Figure 1. Sequential cells colored by netlist name.
Other sequential cells in the stronger gray, the rest of the logic in the fainter gray.
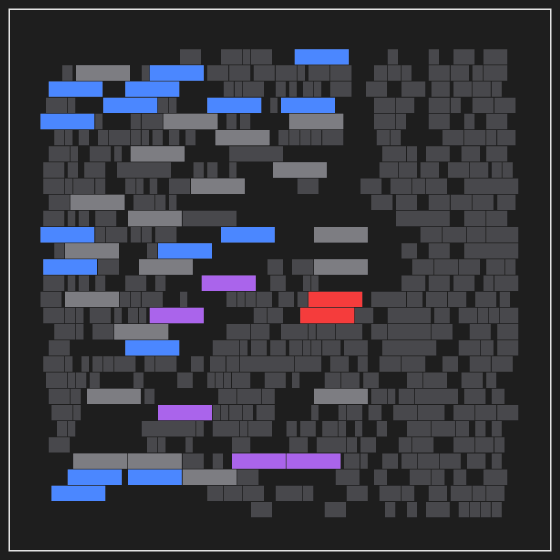
Figure 2. Routed clock nets over the placement.
The bar under the picture is 20 um long.
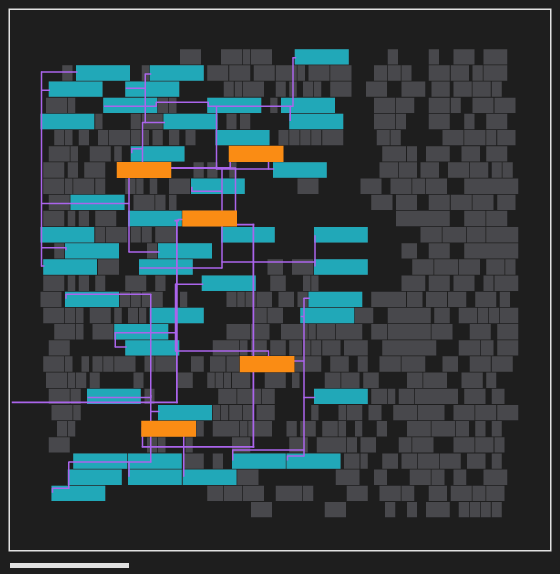
Figure 3. Cell sizes after repair.
The bar under the picture is 20 um long.
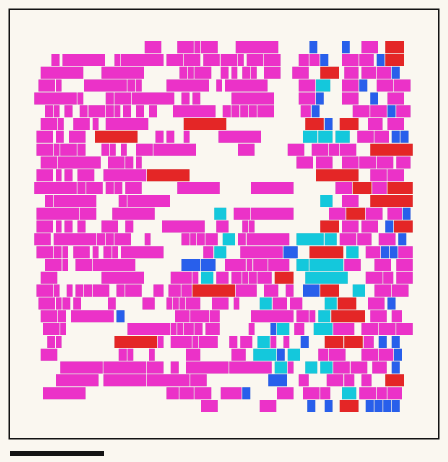
Figure 4. The clock network.
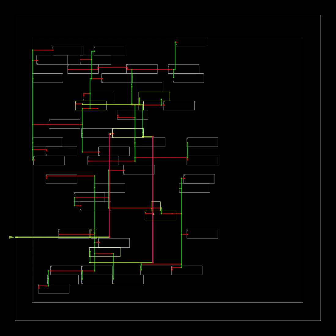
`src/rtl/mem_arbiter.sv`:
```
// mem_arbiter: shares one unified instruction/data memory between the fetch
// stage and the memory stage of the 16-bit core. One transaction is in flight
// at a time. Completion is reported with a registered one-cycle done pulse and
// registered read data. Stall, idle and sticky error flags are generated for
// the hazard logic.
module mem_arbiter #(
    parameter int TIMEOUT = 16
) (
    input  logic        clk_i,
    input  logic        rst_i,
    input  logic        halt_i,

    input  logic        if_req_i,
    input  logic [15:0] if_addr_i,
    output logic        if_done_o,
    output logic [15:0] if_rdata_o,

    input  logic        d_rd_i,
    input  logic        d_wr_i,
    input  logic [15:0] d_addr_i,
    input  logic [15:0] d_wdata_i,
    output logic        d_done_o,
    output logic [15:0] d_rdata_o,

    output logic        mem_en_o,
    output logic        mem_wr_o,
    output logic [15:0] mem_addr_o,
    output logic [15:0] mem_wdata_o,
    input  logic        mem_done_i,
    input  logic [15:0] mem_rdata_i,

    output logic        stall_if_o,
    output logic        stall_d_o,
    output logic        idle_o,
    output logic        err_o
);

    localparam int CW = (TIMEOUT < 2) ? 1 : $clog2(TIMEOUT + 1);
    localparam logic [CW-1:0] CNT_LAST = CW'(TIMEOUT - 1);

    typedef enum logic [1:0] {
        IDLE   = 2'd0,
        BUSY_F = 2'd1,
        BUSY_D = 2'd2
    } state_t;

    // Encoding of the last_grant register: which requester won most recently.
    localparam logic GRANT_F = 1'b0;
    localparam logic GRANT_D = 1'b1;

    state_t        state_q, state_d;
    logic [CW-1:0] cnt_q, cnt_d;
    logic          last_grant_q, last_grant_d;
    logic          if_done_q, if_done_d;
    logic          d_done_q, d_done_d;
    logic [15:0]   if_rdata_q, if_rdata_d;
    logic [15:0]   d_rdata_q, d_rdata_d;
    logic          err_q, err_d;

    // Arbitration terms. A requester whose done pulse is high this cycle still
    // holds its old request, so it must not be granted again.
    logic data_req;
    logic data_elig;
    logic fetch_elig;
    logic grant_f;
    logic grant_d;
    logic finish;
    logic [15:0] finish_data;

    assign data_req   = d_rd_i | d_wr_i;
    assign data_elig  = data_req & ~d_done_q & ~rst_i;
    assign fetch_elig = if_req_i & ~halt_i & ~if_done_q & ~rst_i;

    // Pick at most one winner while idle; on a tie the requester that did not
    // win last time goes first.
    always_comb begin
        grant_f = 1'b0;
        grant_d = 1'b0;
        if (state_q == IDLE) begin
            if (data_elig && fetch_elig) begin
                if (last_grant_q == GRANT_F) begin
                    grant_d = 1'b1;
                end else begin
                    grant_f = 1'b1;
                end
            end else if (data_elig) begin
                grant_d = 1'b1;
            end else if (fetch_elig) begin
                grant_f = 1'b1;
            end
        end
    end

    // Drive the memory command for the winner in the grant cycle; the command
    // bus rests at zero whenever no command is being issued.
    always_comb begin
        mem_en_o    = grant_f | grant_d;
        mem_wr_o    = 1'b0;
        mem_addr_o  = 16'h0000;
        mem_wdata_o = 16'h0000;
        if (grant_d) begin
            mem_wr_o    = d_wr_i;
            mem_addr_o  = d_addr_i;
            mem_wdata_o = d_wdata_i;
        end else if (grant_f) begin
            mem_addr_o  = if_addr_i;
        end
    end

    // Next-state logic: issue from IDLE, then wait for completion or timeout.
    always_comb begin
        state_d      = state_q;
        cnt_d        = cnt_q;
        last_grant_d = last_grant_q;
        err_d        = err_q;
        finish       = 1'b0;
        finish_data  = mem_rdata_i;

        unique case (state_q)
            IDLE: begin
                if (grant_d) begin
                    state_d      = BUSY_D;
                    cnt_d        = '0;
                    last_grant_d = GRANT_D;
                    if (d_rd_i && d_wr_i) begin
                        err_d = 1'b1;
                    end
                end else if (grant_f) begin
                    state_d      = BUSY_F;
                    cnt_d        = '0;
                    last_grant_d = GRANT_F;
                end
            end
            BUSY_F, BUSY_D: begin
                cnt_d = cnt_q + CW'(1);
                if (mem_done_i) begin
                    finish  = 1'b1;
                    state_d = IDLE;
                end else if (cnt_q == CNT_LAST) begin
                    finish      = 1'b1;
                    finish_data = 16'h0000;
                    err_d       = 1'b1;
                    state_d     = IDLE;
                end
            end
            default: begin
                state_d = IDLE;
            end
        endcase
    end

    // Route a completion to the requester that owns the outstanding transaction.
    always_comb begin
        if_done_d  = 1'b0;
        d_done_d   = 1'b0;
        if_rdata_d = if_rdata_q;
        d_rdata_d  = d_rdata_q;
        if (finish) begin
            if (state_q == BUSY_D) begin
                d_done_d  = 1'b1;
                d_rdata_d = finish_data;
            end else begin
                if_done_d  = 1'b1;
                if_rdata_d = finish_data;
            end
        end
    end

    // State, counter, arbitration history, completion and error registers.
    always_ff @(posedge clk_i or posedge rst_i) begin
        if (rst_i) begin
            state_q      <= IDLE;
            cnt_q        <= '0;
            last_grant_q <= GRANT_F;
            if_done_q    <= 1'b0;
            d_done_q     <= 1'b0;
            if_rdata_q   <= 16'h0000;
            d_rdata_q    <= 16'h0000;
            err_q        <= 1'b0;
        end else begin
            state_q      <= state_d;
            cnt_q        <= cnt_d;
            last_grant_q <= last_grant_d;
            if_done_q    <= if_done_d;
            d_done_q     <= d_done_d;
            if_rdata_q   <= if_rdata_d;
            d_rdata_q    <= d_rdata_d;
            err_q        <= err_d;
        end
    end

    assign if_done_o  = if_done_q;
    assign d_done_o   = d_done_q;
    assign if_rdata_o = if_rdata_q;
    assign d_rdata_o  = d_rdata_q;
    assign err_o      = err_q;

    assign stall_if_o = if_req_i & ~if_done_q;
    assign stall_d_o  = data_req & ~d_done_q;
    assign idle_o     = (state_q == IDLE) & ~(if_req_i | data_req);

endmodule

```
`config.mk`:
```
export PLATFORM = sky130hd
export DESIGN_NAME = mem_arbiter
export DESIGN_NICKNAME = d
export VERILOG_FILES = /design/src/rtl/mem_arbiter.sv
export SDC_FILE = /design/constraint.sdc
export NUM_CORES = 1
export LEC_CHECK = 0
export CAP_MARGIN = 20
export CORE_MARGIN = 5
export CORE_UTILIZATION = 35
export CTS_BUF_LIST = sky130_fd_sc_hd__clkbuf_16
export DETAILED_ROUTE_END_ITERATION = 8
export GPL_ROUTABILITY_DRIVEN = 0
export PLACE_DENSITY = 0.84
export RECOVER_POWER = 25
export SKIP_CTS_REPAIR_TIMING = 1
export SLEW_MARGIN = 20
export SYNTH_ARGS = -nofsm -noshare
export SYNTH_HDL_FRONTEND = slang
export SYNTH_SLANG_ARGS = --single-unit
```
`constraint.sdc`:
```
create_clock -name clk_i -period 2.9 [get_ports clk_i]
set_clock_uncertainty 0.2 [all_clocks]
set_input_delay 0.725 -clock clk_i [delete_from_list [all_inputs] [get_ports clk_i]]
set_output_delay 0.725 -clock clk_i [all_outputs]
set_load 0.01 [all_outputs]
```
==> run notes <==
Physical implementation

The most frequent logic cell in the layout is sky130_fd_sc_hd__clkdlybuf4s50_1. The design internal power is 2.143 mW. Warnings reported by Yosys during synthesis add up to 0. The post-synthesis chip area from yosys is ~0.0023 mm^2.

The area fraction in compound gates after synthesis is a little over a quarter. The final count of negative-setup-slack endpoints is 16. The library cell with the highest instance count after synthesis is sky130_fd_sc_hd__o21ai_0.

The critical path is of the reg2out type. The multi-input combinational cell count is about 170. The net switching power in the latest report is around 1.2 mW. STA reports a reg2reg setup slack of 0.61 ns. The detailed placer's ending HPWL is about 6400 um. The number of top-level pins is 143. STA classifies the critical path startpoint as a register. Setup repair after global routing could not meet its margin everywhere. Setup slack on the critical path of the routed design comes to -0.05619 ns.

The biggest cell delay along the critical path is just over 0.4 ns. Detailed placement reports a standard cell area of between 0.003 and 0.004 mm^2. Hold analysis shows the worst path with a depth of 1. The length of routed met3 wiring is 770 um. Grouping stages by cell kind, the critical path spends the most delay in buffers and inverters. The standard cell core area is about 0.0063 mm^2. The cell repeated most along the worst path is sky130_fd_sc_hd__buf_6. The H-tree was split into 2 levels. The transition time of the tightest slew-check pin is about 0.94 ns. For this run, the detailed router reports a per-instance via density of ~5.2. Per the layout report, the design carries roughly 530 filler cells. The worst slew margin relative to its limit is 37.35%. After detailed routing, the total wire length is just under 9000 um. STA puts the critical path data arrival time at 2.03 ns. Tap insertion was completed with between 70 and 80 tapcells. After synthesis the cells add up to approximately 0.0023 mm^2.

The root cell of the clock tree is sky130_fd_sc_hd__clkbuf_16. The report lists the number of standard-cell rows as 29. For the final routed database, the setup TNS stands at -0.6527 ns. TritonCTS built the clock tree.

Across the run, the number of max-cap violations was 0. In the Yosys report the total cell count is roughly 250. The synthesis-to-finish area growth is 81.18%. The completed layout was analyzed and its total power is 3.385 mW. Per the post-run analysis, buffers plus inverters along the critical path come to 5.

The destination of the worst hold path is err_o. In the global route stage, met1 resource usage came out at 23.58%. For this design the static power due to leakage is ~1.9 nW.

The fraction of the core area occupied by cells at floorplan is 36.02%. The synthesized design contains 43 register bits. The checks that failed: negative setup slack.

The number of diodes added for antenna fixing is 0. sky130_fd_sc_hd__dfrtp_1 takes more of the synthesized area than any other cell. By instance count after routing, the leading logic cell types are 102 x sky130_fd_sc_hd__clkdlybuf4s50_1, 51 x sky130_fd_sc_hd__o21ai_0, 43 x sky130_fd_sc_hd__dfrtp_1, 39 x sky130_fd_sc_hd__nand2_1, 18 x sky130_fd_sc_hd__buf_2. The width of the chip is about 91 um. For reference, the critical path is launched at if_done_o.

The class of the tightest hold or removal check is reg2reg. The global-route usage over all layers is between 10% and 20%. The buffer share of cell area is 40.01%.

The clock period minus worst slack is slightly below 3 ns. Summed over all combinational cells, the power is between 1.5 and 2 mW. The area of the chip is 0.008252 mm^2. Per the CTS log, the buffer count on the longest clock path is 2. Entering global routing, the biggest net connects 39 pins.

The uppermost metal layer occupied by signal nets is met4. The synthesized netlist devotes 2.735% of its cell area to adder and majority cells. The final layout report lists a non-clock inverter count of 11. The number of placed instances, taps included is roughly 470. The flow ran to the end, but the final reports show violations.

Yosys shows that the main logic family after synthesis is AND-OR/OR-AND gates. The routed layout has 2552 vias. The minimum hold slack is around 0.28 ns. The number of cells on the worst reg-to-reg path is 6. The post-synth net total is about 320. The sequential share of power is between 20% and 30%. A synthesized cell averages 9.335 um^2.

The share of power burned in the clock network is ~16%. The count of sequential standard cells is ~43. The post-synthesis mux area share is 0.4923%.

The post-route utilization of the core is recorded as 65.26%. The number of instances in the synthesized netlist is ~250. The post-layout net count is approximately 490.

The critical path goes through buf_6 > nor4bb_4 > nor3_4 > buf_6 > clkbuf_16 > buf_8 > a22o_1 > buf_2. Before antenna repair, the detailed router went through 4 iterations. In this run, the synthesized area fraction spent on and/or/nand/nor cells is recorded as between 10% and 20%. In the final layout, flip-flops and latches occupy 0.001076 mm^2.

OpenROAD reports that the post-layout worst path occupies 101.9% of the period. The combinational group share of total power is between 50% and 60%. The finished cells cover around 0.0041 mm^2. Along the worst path, the maximum fanout reaches 6. Walking the critical path from launch to capture passes 8 cell instances.

The post-synth count of flops with an enable pin is 0. The area used by multi-input combinational logic is 0.001131 mm^2. met3 track demand over resource after global routing is between 6 and 7%. The routed length on met2 is between 4000 and 5000 um. The tally of buffers added on design ports is around 140. STA lists the startpoint of the worst register-to-register path as cnt_q[0]. The post-place setup slack is -0.8050 ns. Synthesis instantiated 44 different standard cells from the library. The starting DRC count in detailed routing is approximately 85.

The worst-path cell with the longest stage delay is sky130_fd_sc_hd__dfrtp_1. The via count of the first global-routing pass came to 2554. The global route total overflow is 0. The post-detailed-route wirelength per cell is 17.88 um. For this run, the top clock speed supported by timing is roughly 340 MHz. The script computed a power per unit cell area of a little over 800 mW/mm^2. The first global-routing pass estimated 13120 um of wire. The switching portion of total power comes to between 30% and 40%. The portion of synthesized cell area occupied by the leading cell type is around 47%. The end of the worst register-to-register path is if_rdata_o[4]. Per the final timing report, the hold violations number 0.

The startpoint identified for the worst hold timing path is err_o. Per the final report, the share of cell area in clock cells is roughly 3.4%. After detailed routing, the wire length on met1 is 3556 um. The post-CTS clock slew at the launch and capture registers of the worst setup and hold paths is roughly 0.06 ns. For the sequential group, total power comes out at around 1 mW. The main area contributors are sky130_fd_sc_hd__dfrtp_1 47%, sky130_fd_sc_hd__o21ai_0 11%, sky130_fd_sc_hd__nand2_1 6.4%. Per the power-grid run, VDD falls by no more than about 0.00053 V.

The logic share of the area is 27.29%. The worst setup path is captured at an output pin. The data required time at the worst endpoint is ~2.0 ns.

The final count of pins violating max slew is 0. Yosys reports that the most numerous cell types are 51 x sky130_fd_sc_hd__o21ai_0, 43 x sky130_fd_sc_hd__dfrtp_1, 39 x sky130_fd_sc_hd__nand2_1. Global route summary, busiest routing layer listed as met2. The sequential fraction of the synthesis area is between 40% and 50%. The residual antenna-violating net count after detailed routing is 0.

The number of warnings reported in the stage logs is 29. The height of the die is 90.84 um. The leading register cell type out of synthesis is sky130_fd_sc_hd__dfrtp_1. Looking at the group totals, the largest power group turns out to be combinational logic. Cells with a size suffix above 1 make up about 23% of the layout.

The initial antenna violation count is 0. In the final design, more cell area goes to non-clock buffers than to any other class. Per the synth stats, the proportion of register bits with asynchronous set or reset is 100.0%. The count of non-CTS buffers in the layout is around 180. The number of standard cells in the final layout excluding fillers is between 400 and 500. The met2 capacity usage during global routing is ~33%. The post-detailed-route DRC marker count is 0. The cell-mix breakdown from Yosys lists the XOR/XNOR area share as 0%. The layout report gives the register share of total cell area as around a quarter. The worst setup path endpoint is mem_addr_o[14].
About Figure 1:
| signal | color | sequential cells |
|---|---|---|
| `d_rdata_o` | blue | 16 |
| `state_q` | red | 2 |
| `cnt_q` | purple | 5 |
not colored: 20

About Figure 2:
[clock wires] purple | length: 581 um
[cells driving clock nets] orange | count: 5
[flip-flops] cyan | count: 43
routed clock nets: 6

About Figure 3:
| size | color | cells | share | most used |
|---|---|---|---|---|
| drive 3 to 4 | cyan | 28 | 6.8% | buf_4 |
| drive 1 or less | magenta | 319 | 77% | clkdlybuf4s50_1 |
| drive 6 and up | red | 27 | 6.5% | buf_6 |
| drive 2 | blue | 39 | 9.4% | buf_2 |

About Figure 4:
number of buffers created by CTS: 5
clock network power consumption: 542 uW
clock network latency to the later pin of the worst-skew pair: 0.28 ns
number of sinks handled by clock tree synthesis: 43
clock buffer instance count of the final layout: 5

Power figures rest on the tool's default switching activity, not on a simulated workload.
